`config.mk`:
```
export PLATFORM = sky130hd
export DESIGN_NAME = dmux_stream
export DESIGN_NICKNAME = d
export VERILOG_FILES = /design/src/rtl/dmux_stream.sv
export SDC_FILE = /design/constraint.sdc
export NUM_CORES = 1
export LEC_CHECK = 0
export CAP_MARGIN = 10
export CORE_MARGIN = 10
export CORE_UTILIZATION = 39
export DETAILED_ROUTE_END_ITERATION = 16
export GPL_TIMING_DRIVEN = 1
export PLACE_DENSITY = 0.7
export SYNTH_ARGS = -nofsm -noshare
export SYNTH_HDL_FRONTEND = slang
export SYNTH_SLANG_ARGS = --single-unit
```
`constraint.sdc`:
```
create_clock -name clk -period 2.1 [get_ports clk]
set_input_delay 0.525 -clock clk [delete_from_list [all_inputs] [get_ports clk]]
set_output_delay 0.525 -clock clk [all_outputs]
set_load 0.02 [all_outputs]
```
`src/rtl/dmux_stream.sv`:
```
// Registered 1-to-N valid/ready stream demultiplexer: each beat lands in one per-channel output slot.
// Define DMUX_STREAM_BROADCAST_EN to add the in_bcast input (load every channel at once).
module dmux_stream #(
    parameter int W     = 8,
    parameter int N     = 4,
    parameter int CNT_W = 8
) (
    input  logic                   clk,
    input  logic                   rst,
    input  logic                   in_valid,
    output logic                   in_ready,
    input  logic [W-1:0]           in_data,
    input  logic [$clog2(N)-1:0]   in_sel,
`ifdef DMUX_STREAM_BROADCAST_EN
    input  logic                   in_bcast,
`endif
    output logic [N-1:0]           out_valid,
    input  logic [N-1:0]           out_ready,
    output logic [N*W-1:0]         out_data,
    output logic                   err_sel,
    output logic [CNT_W-1:0]       drop_cnt
);

    localparam int SEL_W = $clog2(N);
    // One extra bit so the out-of-range test also works when N is a power of two.
    localparam logic [SEL_W:0] N_EXT = (SEL_W + 1)'(N);

    logic [N-1:0]     free;
    logic [N-1:0]     sel_hit;
    logic [N-1:0]     load;
    logic             sel_bad;
    logic             sel_free;
    logic             bcast;
    logic             acc;
    logic             drop;
    logic             err_sel_reg;
    logic [CNT_W-1:0] drop_cnt_reg;

    always_comb begin
        sel_bad  = ({1'b0, in_sel} >= N_EXT);
        sel_free = |(sel_hit & free);
        bcast    = 1'b0;
`ifdef DMUX_STREAM_BROADCAST_EN
        bcast    = in_valid && in_bcast;
`endif
        if (bcast) begin
            in_ready = &free;
        end else if (sel_bad) begin
            in_ready = 1'b1;
        end else begin
            in_ready = sel_free;
        end
        acc  = in_valid && in_ready;
        drop = acc && sel_bad && !bcast;
    end

    genvar gi;
    generate
        for (gi = 0; gi < N; gi++) begin : g_ch
            localparam logic [SEL_W-1:0] IDX = SEL_W'(gi);

            logic         valid_reg;
            logic [W-1:0] data_reg;

            assign sel_hit[gi] = (in_sel == IDX);
            assign free[gi]    = !valid_reg || out_ready[gi];
            assign load[gi]    = acc && (bcast || sel_hit[gi]);

            // A load wins over a drain, so a slot can be emptied and refilled in the same cycle.
            always_ff @(posedge clk or posedge rst) begin
                if (rst) begin
                    valid_reg <= 1'b0;
                    data_reg  <= '0;
                end else if (load[gi]) begin
                    valid_reg <= 1'b1;
                    data_reg  <= in_data;
                end else if (valid_reg && out_ready[gi]) begin
                    valid_reg <= 1'b0;
                end
            end

            assign out_valid[gi]          = valid_reg;
            assign out_data[gi*W +: W]    = data_reg;
        end
    endgenerate

    always_ff @(posedge clk or posedge rst) begin
        if (rst) begin
            err_sel_reg  <= 1'b0;
            drop_cnt_reg <= '0;
        end else begin
            err_sel_reg <= drop;
            if (drop && (drop_cnt_reg != {CNT_W{1'b1}})) begin
                drop_cnt_reg <= drop_cnt_reg + 1'b1;
            end
        end
    end

    assign err_sel  = err_sel_reg;
    assign drop_cnt = drop_cnt_reg;

endmodule

```
### Cell classes on the final placement, run 1

Drawn at 4 px/µm. Fill, decap, tap and diode cells in grey.
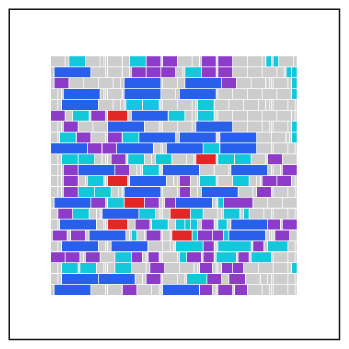
combinational and other logic -> cyan  # cells 59, share of their area 25%
sequential cells -> blue  # cells 36, share of their area 41%
remaining buffers and delay cells -> purple  # cells 66, share of their area 29%
clock drivers and dummy loads -> red  # cells 7, share of their area 4.4%
flop share of the area: 40.1%
CORE AREA: 3690 µm²
post-layout util: 61.0%
Site Rows: 22

### The metal 3 layer, run 1

Drawn at 6 px/µm.
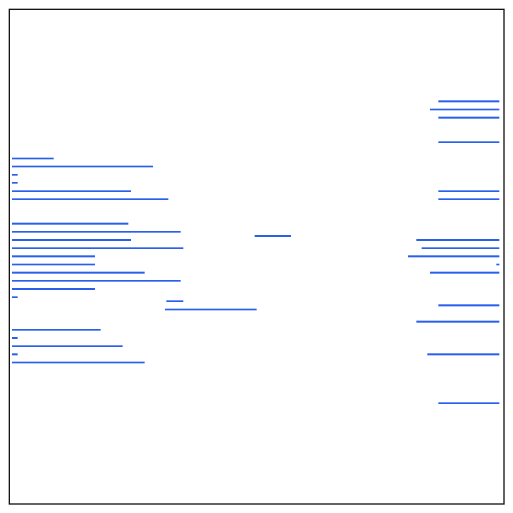
longest straight run = 28.3 µm
share of all routed wire = 14%
nets with wire on the layer = 37
wire length on this layer = 500 µm
main direction = horizontal
DRT Wirelength: 3.67 mm
Vias: 990

==> GITHUB_STEP_SUMMARY, run 1 <==
## PnR job results

| Metric | Value |
|---|---|
| Reg-to-reg critical path startpoint | g_ch[2].valid_reg |
| Async SR Flop Fraction | 100% |
| P_sw | 640 µW |
| Die Wd | 82.2 µm |
| Top cells excl fill/tap | clkdlybuf4s50_1 (47), dfrtp_1 (36), mux2_2 (32) |
| First-pass GRT wire length | 5.76 mm |
| Routed len/inst | 17.0 µm |
| RSZ-0062 raised after global routing | no |
| XOR Share, Synth | 0% |
| Gate Area | 552 µm² |
| DP HPWL | 2.86 mm |
| Routability cong. | 0.748 |
| Depth of the CTS H-tree | 2 |
| # Cells Yosys | 103 |
| Post-synth seq share | 59.7% |
| Number of library cell types mapped by synthesis | 16 |
| Critical Path End Type | primary output |
| OpenROAD warning count | 26 |
| Crit path cell chain | dlygate4sd2_1 -> nand2b_4 -> mux4_2 -> buf_6 |
| Combinational Power Share | 33.7% |
| Status | finished clean |
| Max frequency | 490 MHz |
| CTS Buffer Depth | 2 |
| # diodes | 0 |
| Peak VDD IR | 0.000490 V |
| Sw Share | 29.8% |
| Max_cap viols | 0 |
| Share of layout cells above drive strength 1 | 36.3% |
| Crit path required time | 1.57 ns |
| Min-delay worst type | reg2reg |
| Dpl cells | 208 |
| Dominant register cell | dfrtp_1 |
| Largest net degree at the start of global routing | 37 |
| Die ar. | 6760 µm² |
| Yosys warning count | 0 |
| CTS root buf | clkbuf_8 |
| Final Hold Violating Endpoints | 0 |
| Port bufs | 53 |
| Max-slew violation count | 0 |
| CTS Buf Count | 5 |
| Hold Path Origin | g_ch[1].data_reg[5] |
| Critical-path top delay cell | mux4_2 |
| CTS sink count | 36 |
| Worst Setup Start Kind | primary input |
| Worst setup path category | in2out |
| Clock Skews | 0.00666 ns |
| Yosys chip area | 1510 µm² |
| Synth Cell Area | 1510 µm² |
| Hold path cells | 1 |
| Initial antenna violation count | 0 |
| Die Y | 82.2 µm |
| Post-route setup slack | 0.0606 ns |
| Post-detailed-route count of antenna-violating nets | 0 |
| Syn Area/Cell | 14.6 µm² |
| Seq pwr share | 42.3% |
| Clk_lat worst skew | 0.28 ns |
| Number of enable flip-flop cells | 0 |
| P_leak | 0.997 nW |
| CTS tree | yes |
| # setup viols final | 0 |
| Post-Synthesis Cells | 103 |
| Cell-internal power | 1.50 mW |
| Setup TNS | 0 ns |
| Synth Area in Simple Gates | 6.63% |
| Final Critical Period | 2.04 ns |
| Vias per cell | 4.58 |
| Final Total Pwr | 2.14 mW |
| Clk pin slew, worst setup/hold paths | 0.06 ns |
| Pre-CTS setup slack | -0.526 ns |
| I/O Pins | 63 |
| CP max FO | 2 |
| Remaining global-route overflow | 0 |
| Sequential cell area | 901 µm² |
| Post-Synth AOI/OAI Area | 0.332% |
| CP Data Arrival Time | 1.51 ns |
| Hold EP | g_ch[1].data_reg[5] |
| Pwr Density | 953 nW/µm² |
| Critical Path Start | out_ready[3] |
| Final #Nets | 185 |
| Pre-antenna DRT Iters | 3 |
| Top logic family | multiplexers |
| Yosys reg bits | 36 |
| MUX share of area | 25.4% |
| Number of global-route vias before repair | 1138 |
| Biggest cell delay along the critical path | 0.48 ns |
| RR Endpoint | g_ch[2].data_reg[7] |
| Fin crit share | 97.1% |
| Tot GR Track Use | 11.3% |
### Cell sizes after repair, run 1

Drawn at 4 px/µm.
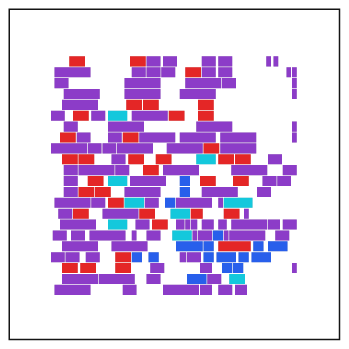
_3 and _4 cells -> blue  # cells 17, share 10%
_0 and _1 cells -> purple  # cells 107, share 64%
_6 and larger -> cyan  # cells 9, share 5.4%
_2 cells -> red  # cells 35, share 21%
area delta synth->final: 49.0%
Non-CTS buffers: 66

### Gate-type map, run 1

Drawn at 4 px/µm.
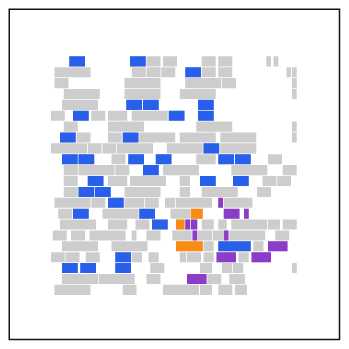
nand cells -> purple  # cells 11
mux cells -> blue  # cells 33
nor cells -> orange  # cells 3
Commonest Layout Cell: clkdlybuf4s50_1
non-filler cells, final: 216

-- run 1: area by class of cell --
| type | instances | area share [%] |
|---|---|---|
| timing repair buffer | 66 | 28.3 |
| clock buffer | 7 | 4.28 |
| sequential | 36 | 40.1 |
| multi-input combinational | 58 | 24.5 |
| tap | 48 | 2.67 |
| inverter | 1 | 0.167 |
-- run 1: metal layers --
layer	track usage (%)	vias up	wire, µm
li1	-	462	-
met1	11.7	484	1350
met2	18.2	40	1800
met3	7.45	4	500
met4	4.08	0	29
met5	0	-	0
-- run 1: power by group through the flow --
stage                     Clock, mW  Sequential (mW)  Combinational, mW
after floorplan                   0             1.07              0.200
after global routing          0.566            0.925              0.766
after detailed placement          0            0.916              0.729
after CTS                     0.536            0.909              0.735
final                         0.515            0.906              0.722
after global placement            0            0.910              0.716
-- run 1: through the flow --
| stage | hold WS, ns | instance area [µm²] | util, % |
|---|---|---|---|
| floorplan | 0.474 | 1540 | - |
| global placement | 0.489 | 2120 | 57.5 |
| detailed placement | 0.494 | 2120 | 57.5 |
| CTS | 0.512 | 2250 | 61.0 |
| global route | 0.524 | 2250 | 61.0 |
| finish | 0.505 | 2250 | 61.0 |
-- run 1: cells in the mapped netlist (3+ instances only) --
cell	instances	share of area, %
mux2_2	32	24
buf_2	3	0.99
buf_4	13	6.5
nand2b_1	4	1.7
nand2_1	5	1.2
dfrtp_1	36	60
-- run 1: what timing repair did --
item / 4_1_cts / 5_1_grt
setup endpoints to repair: 1 / 0
gates resized: 15 / 0
buffers inserted: 1 / 0
hold buffers: 0 / 0
-- run 1: critical path: cells and delay by family --
kind	cells	cell delay, ns
buffers and inverters	2	0.38
and+or+nand+nor	1	0.13
muxes	1	0.48
==> run 1 -> run 2 <==
--- a/config.mk
+++ b/config.mk
@@ -5,12 +5,13 @@
 export SDC_FILE = /design/constraint.sdc
 export NUM_CORES = 1
 export LEC_CHECK = 0
+export ABC_CLOCK_PERIOD_IN_PS = 1800
 export CAP_MARGIN = 10
 export CORE_MARGIN = 10
-export CORE_UTILIZATION = 39
+export CORE_UTILIZATION = 38
 export DETAILED_ROUTE_END_ITERATION = 16
 export GPL_TIMING_DRIVEN = 1
-export PLACE_DENSITY = 0.7
+export PLACE_DENSITY = 0.71
 export SYNTH_ARGS = -nofsm -noshare
 export SYNTH_HDL_FRONTEND = slang
 export SYNTH_SLANG_ARGS = --single-unit
==> constraint.sdc (replaced) <==
create_clock -name clk -period 1.8 [get_ports clk]
set_input_delay 0.45 -clock clk [delete_from_list [all_inputs] [get_ports clk]]
set_output_delay 0.45 -clock clk [all_outputs]
set_load 0.02 [all_outputs]
### The metal 3 layer, run 2

Drawn at 6 px/µm.
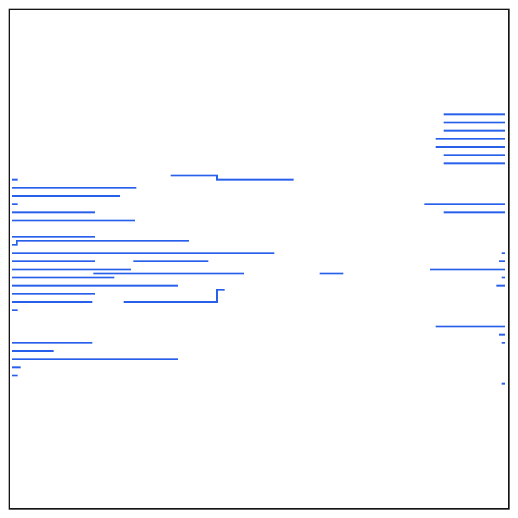
main direction = horizontal
wire length on this layer = 516 µm
share of all routed wire = 14%
grt met3 use: 8.11%
Vias: 1025
DRT Wirelength: 3.78 mm

==> run 2 against run 1 <==
The flow now finishes with violations (negative setup slack). Via count increased by 3.5%. Synthesized cell count unchanged. Routed wire length increased by 2.8%. Register-to-register slack got worse by 0.36 ns. Sequential share of layout area decreased by 0.44 points. Global-route usage decreased by 0.35 points. Highest routed layer unchanged.
==> GITHUB_STEP_SUMMARY, run 2 <==
## PnR job results

| Metric | Value |
|---|---|
| Comb/total area | 24.3% |
| Syn Area/Cell | 14.6 µm² |
| Worst Setup Start Kind | register |
| Pre-antenna DRT Iters | 4 |
| Vias per cell | 4.62 |
| Final Total Pwr | 2.44 mW |
| Share of layout cells above drive strength 1 | 39.7% |
| Largest net degree at the start of global routing | 37 |
| Remaining global-route overflow | 0 |
| Tap cells | 48 |
| Async SR Flop Fraction | 100% |
| DP HPWL | 2.95 mm |
| Met1 Use GR | 11.3% |
| Gate Area | 552 µm² |
| Max frequency | 554 MHz |
| Post-Synthesis Cells | 103 |
| Min-delay worst type | reg2reg |
| Routed len/inst | 17.0 µm |
| RSZ-0062 raised after global routing | yes |
| # clk buffers | 5 |
| CP Data Arrival Time | 1.35 ns |
| Failing checks | negative setup slack |
| Port bufs | 53 |
| Largest cell class by area | sequential cells |
| Routability cong. | 0.727 |
| Max-slew violation count | 0 |
| Met2 Usage GRT | 17.4% |
| Post-synth seq share | 59.7% |
| Buffering overhead | 29.7% |
| Status | complete, but fails checks |
| Post-route setup slack | -0.00375 ns |
| Inverters | 1 |
| Hold slack | 0.508 ns |
| CTS tree | yes |
| Final Hold Violating Endpoints | 0 |
| Critical Path Start | g_ch[3].valid_reg |
| # Cells Yosys | 103 |
| Final Critical Period | 1.80 ns |
| Depth of the CTS H-tree | 2 |
| # setup viols final | 1 |
| CTS Buf Count | 5 |
| Max_cap viols | 0 |
| Commonest Layout Cell | clkdlybuf4s50_1 |
### Cell classes on the final placement, run 2

Drawn at 4 px/µm. Fill, decap, tap and diode cells in grey.
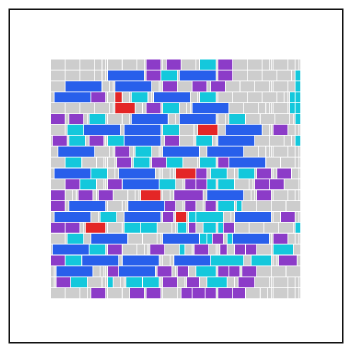
clock drivers and dummy loads -> red  # cells 7, share of their area 3.7%
combinational and other logic -> cyan  # cells 59, share of their area 25%
remaining buffers and delay cells -> purple  # cells 72, share of their area 31%
sequential cells -> blue  # cells 36, share of their area 41%
post-layout util: 60.7%
flop share of the area: 39.6%
CORE AREA: 3740 µm²
Final Cell Area: 2270 µm²

run 2: cell count changes in the layout (fill, tap and decap cells not counted), sizes merged:
| cell | previous run | this run |
|---|---|---|
| clkdlybuf4s50 | 47 | 44 |
| dlymetal6s2s | 0 | 1 |
| clkinv | 0 | 1 |
| clkdlybuf4s15 | 0 | 2 |
| dlygate4sd2 | 5 | 3 |
| buf | 14 | 22 |
| clkinvlp | 0 | 1 |
| clkbuf | 7 | 5 |
run 2: cells by family after synthesis:
logic type / share of synthesized area (%)
other: 0.249
buffers and inverters: 7.71
AND-OR/OR-AND: 0.331
AND/OR/NAND/NOR: 6.63
multiplexers: 25.4
flip-flops: 59.7
run 2: power by group:
group	leakage (nW)	internal, mW	switching (mW)	total, mW
logic	0.562	0.451	0.402	0.853
clock network	0.0400	0.262	0.276	0.538
registers	0.431	0.968	0.0859	1.05
total	1.03	1.68	0.764	2.44
run 2: worst max-delay path, cell delays in order (launching register included):
cell and delay (ns):
dfrtp_1 0.40, nand2b_4 0.06, mux4_2 0.47, buf_6 0.15
run 2: timing repair:
item / 4_1_cts / 5_1_grt
resized: 23 / 1
cloned: 0 / 0
setup buffers: 1 / 1
setup endpoints to repair: 1 / 2
run 2: how the worst min path moves through the flow:
stage / start / end / slack, ns / cells after the start
2_1_floorplan: g_ch[3].valid_reg / g_ch[3].valid_reg / 0.47 / 2
3_3_place_gp: g_ch[0].data_reg[6] / g_ch[0].data_reg[6] / 0.49 / 1
3_5_place_dp: g_ch[1].data_reg[2] / g_ch[1].data_reg[2] / 0.49 / 1
4_1_cts: g_ch[2].data_reg[3] / g_ch[2].data_reg[3] / 0.51 / 1
5_1_grt: g_ch[0].data_reg[5] / g_ch[0].data_reg[5] / 0.52 / 1
6_report: g_ch[1].data_reg[1] / g_ch[1].data_reg[1] / 0.51 / 1
No activity file was given, so power comes from the tool's default toggle rates.
